==> config.mk <==
export PLATFORM = sky130hd
export DESIGN_NAME = ctr_seq
export DESIGN_NICKNAME = d
export VERILOG_FILES = /design/src/rtl/ctr_seq.sv
export SDC_FILE = /design/constraint.sdc
export NUM_CORES = 1
export LEC_CHECK = 0
export ABC_AREA = 1
export CELL_PAD_IN_SITES_DETAIL_PLACEMENT = 1
export CELL_PAD_IN_SITES_GLOBAL_PLACEMENT = 2
export CORE_MARGIN = 3
export CORE_UTILIZATION = 26
export CTS_CLUSTER_DIAMETER = 200
export DETAILED_ROUTE_END_ITERATION = 16
export PLACE_DENSITY_LB_ADDON = 0.1
export SYNTH_ARGS = -nofsm -noshare
export SYNTH_HDL_FRONTEND = slang
export SYNTH_SLANG_ARGS = --single-unit
==> constraint.sdc <==
create_clock -name clk -period 1.47 [get_ports clk]
set_input_delay 0.294 -clock clk [delete_from_list [all_inputs] [get_ports clk]]
set_output_delay 0.294 -clock clk [all_outputs]
set_load 0.005 [all_outputs]
==> images/met1.png <==
(8 px per um) Supply wires on this layer in gray.
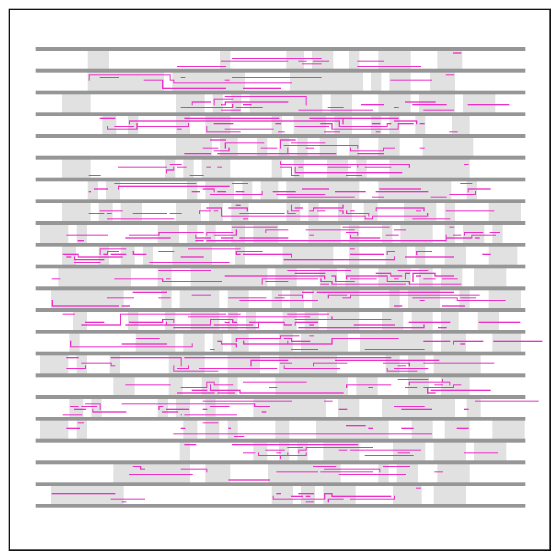
191 nets have wire on it. The layer holds 46% of the routed length. The wires run mostly horizontal. The longest straight run is 32.2 um. The layer carries 1,670 um of wire.
Vias: 1,151
total routed wirelength: 3647 um
met1 layer usage reported by global route: 22.52%

==> images/final_congestion.png <==
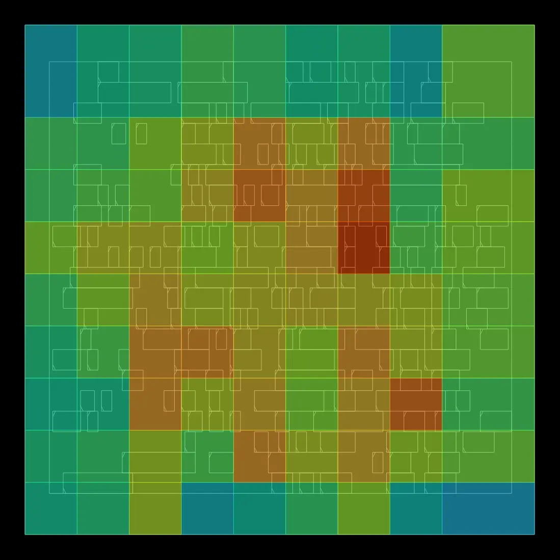
Final Core Density: 51.09%
M3 GR Usage: 1.498%
WL/cell: 14.89 um
Most Crowded Layer GR: met2
overall fraction of global-route tracks in use: 17.90%

==> images/registers.png <==
(8 px per um) Other sequential cells in the stronger gray, the rest of the logic in the fainter gray.
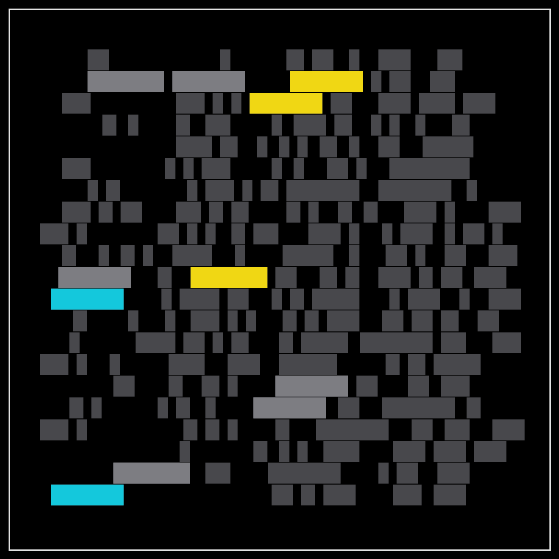
Key: yellow = ctr_out [flops 3]; cyan = mode_q [flops 2]
register fraction of the total cell area: 15.63%
flip-flop and latch area: 279.0 um^2
power in sequential cells: 629 uW

==> images/metal_stack.png <==
(8 px per um) Two of the layers only.
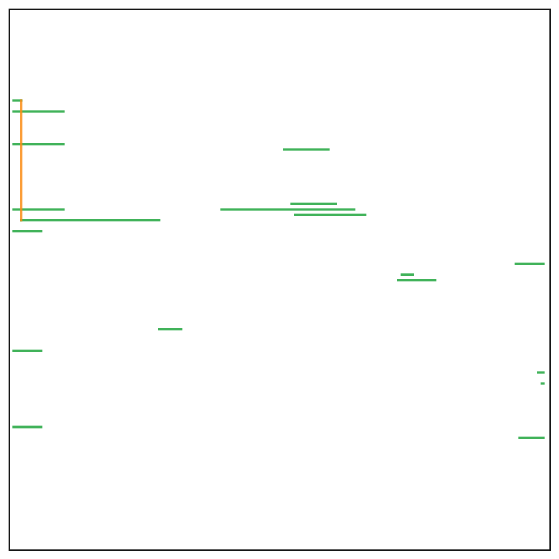
Key: green = met3 [wire length 99.6 um]; orange = met4 [wire length 15.0 um]

==> flow.log <==
[report] implementation figures
[metrics] CTS resizes: between 60 and 70
[metrics] worst hold slack: ~0.36 ns
[metrics] number of flip-flops and latches: 11
[metrics] post-synthesis instance area: ~980 um^2
[metrics] Avg Inst Size Synth: a little under 7 um^2
[metrics] kind of capture point of the worst setup path: primary output
[metrics] maximum level of the CTS H-tree: 1
[metrics] required arrival time at the worst endpoint: between 1 and 1.5 ns
[metrics] cells after synthesis: approximately 140
[metrics] worst-case setup slack after placement: -0.3525 ns
[metrics] count of cell instances traversed by the critical path: 6
[metrics] First DRT Iteration DRCs: 20
[metrics] number of clock sinks seen by CTS: 11
[metrics] worst-case setup margin in the final layout: -0.1073 ns
[metrics] startpoint-to-endpoint class of the critical path: reg2out
[metrics] part of the power in registers: around 15%
[metrics] clk tree area frac: 2.523%
[metrics] worst slew margin relative to its limit: 75.35%
[metrics] Bufs and invs on worst path: 2
[metrics] total power draw: roughly 4.2 mW
[metrics] outcome: finished, violations left
[metrics] most instantiated logic cell after routing: sky130_fd_sc_hd__nand2_1
[metrics] count of input and output buffers: 15
[metrics] number of rows in the core area: 21
[metrics] initial cell density of the core: between 20% and 30%
[metrics] static leakage: 0.8628 nW
[metrics] vias in the first global route: 1,233
[metrics] Worst R2R Path Depth: 10
[metrics] total of fill cells in the finished design: between 400 and 500
[metrics] proportion of synthesized chip area in sequential cells: between 20 and 30%
[metrics] cell area after layout: between 1500 and 2000 um^2
[metrics] number of clock buffers inserted by TritonCTS: 3
[metrics] Synthesized Nets: ~160
[metrics] failing checks: setup timing
[metrics] Async SR Flop Fraction: 100.0%
[metrics] total of flip-flops plus latches after synthesis: 11
[metrics] maximum single-stage delay on the critical path: 0.40 ns
[metrics] power attributed to the clock group: about 310 uW
[metrics] Max IR drop VDD: slightly below 0.9 mV
[metrics] power per cell area: 2344 nW/um^2
[metrics] area fraction in and, or, nand and nor cells after synthesis: 32.27%
[metrics] total number of warnings across the stage logs: 34
[metrics] Register-to-Register Setup Slack: -0.07 ns
[metrics] Setup crit start kind: flop
[metrics] TritonCTS clock tree: yes
[metrics] antenna violation net count after detailed routing: 0
[metrics] type of the worst min-delay path: in2async
[metrics] cell count after placement: ~230
[metrics] total negative slack for setup checks: -0.3104 ns
[metrics] worst-path fanout max: 3
[metrics] dominant kind of cell by area: combinational gates
[metrics] Combinational Gates: about 110
[metrics] most instantiated logic cells after routing: 27 x sky130_fd_sc_hd__nand2_1, 24 x sky130_fd_sc_hd__buf_4, 16 x sky130_fd_sc_hd__buf_6
[metrics] fraction of layout instances using a drive strength above 1: 46.23%
[metrics] cell with the most instances after synthesis: sky130_fd_sc_hd__nand2_1
[metrics] maximum number of pins on one net before global-route repair: 12
[metrics] Pwr top: combinational logic
[metrics] Comb area share: a little under half
[metrics] clock tree skew after final layout: approximately 0.0030 ns
[metrics] unrepaired setup endpoints after global routing: true
[metrics] number of distinct library cells after synthesis: 26
[metrics] fin crit share: 107.3%
[metrics] adder-cell area share of the yosys netlist: roughly 11%
[metrics] Slew Viols, Final: 0
[metrics] Placeable Area: 3495 um^2
[metrics] total global routing overflow: 0
[metrics] routed length on met1: between 1500 and 2000 um
[metrics] data arrival at the endpoint of the critical path: 1.28 ns
[metrics] met3 WL: ~99 um
[metrics] Post-synth top cells: 34 x sky130_fd_sc_hd__nand2_1, 23 x sky130_fd_sc_hd__inv_1, 15 x sky130_fd_sc_hd__nand3_1
[metrics] switching component of the power: about 2.0 mW
[metrics] Antenna Diode Count: 0
[metrics] Synth logic family: simple AND/OR/NAND/NOR gates
[metrics] placed cell area: around 1400 um^2
[metrics] count of flip-flops with a built-in enable after synthesis: 0
[metrics] horizontal die size: roughly 67 um
[metrics] internal power: 2.226 mW
[metrics] number of design rule violations left after detail routing: 0
[metrics] clock-pin slew on the worst setup and hold paths: roughly 0.050 ns
[metrics] Main area contributors: sky130_fd_sc_hd__dfrtp_1 26%, sky130_fd_sc_hd__nand2_1 13%, sky130_fd_sc_hd__ha_1 11%
[metrics] count of hold buffers inserted by post-cts repair: 0
[metrics] Dominant flop cell: sky130_fd_sc_hd__dfrtp_1
[metrics] fraction of power spent switching nets: around 47%
[metrics] setup fix buffers added after clock tree synthesis: 13
[metrics] combinational group power: around 3.3 mW
[metrics] final number of hold-violating endpoints: 0
[metrics] clock root buffer: sky130_fd_sc_hd__clkbuf_8
[metrics] Vert. Die Dim: 67.43 um
[metrics] Clk Latency, worst-skew pair: ~0.24 ns
[metrics] total area of multi-input combinational cells: slightly above 800 um^2
[metrics] DP HPWL: around 2700 um
[metrics] post-synth area from yosys stat: slightly below 1000 um^2
[metrics] buffers from clock root to sink, at most: 2
[metrics] share of total power in combinational logic: 77.6%
[metrics] # Taps: 46
[metrics] Multiplexer share: 0%
[metrics] met2 capacity usage during global routing: ~33%
[metrics] setup violation total in the final timing report: 6
[metrics] number of I/O pins: 16
[metrics] final-layout non-clock buffer area share: a little over a quarter
[metrics] total of warnings raised by yosys: 0
[metrics] number of antenna violations at the first check in global routing: 0
[metrics] top layer in use: met4
Power figures rest on the tool's default switching activity, not on a simulated workload.
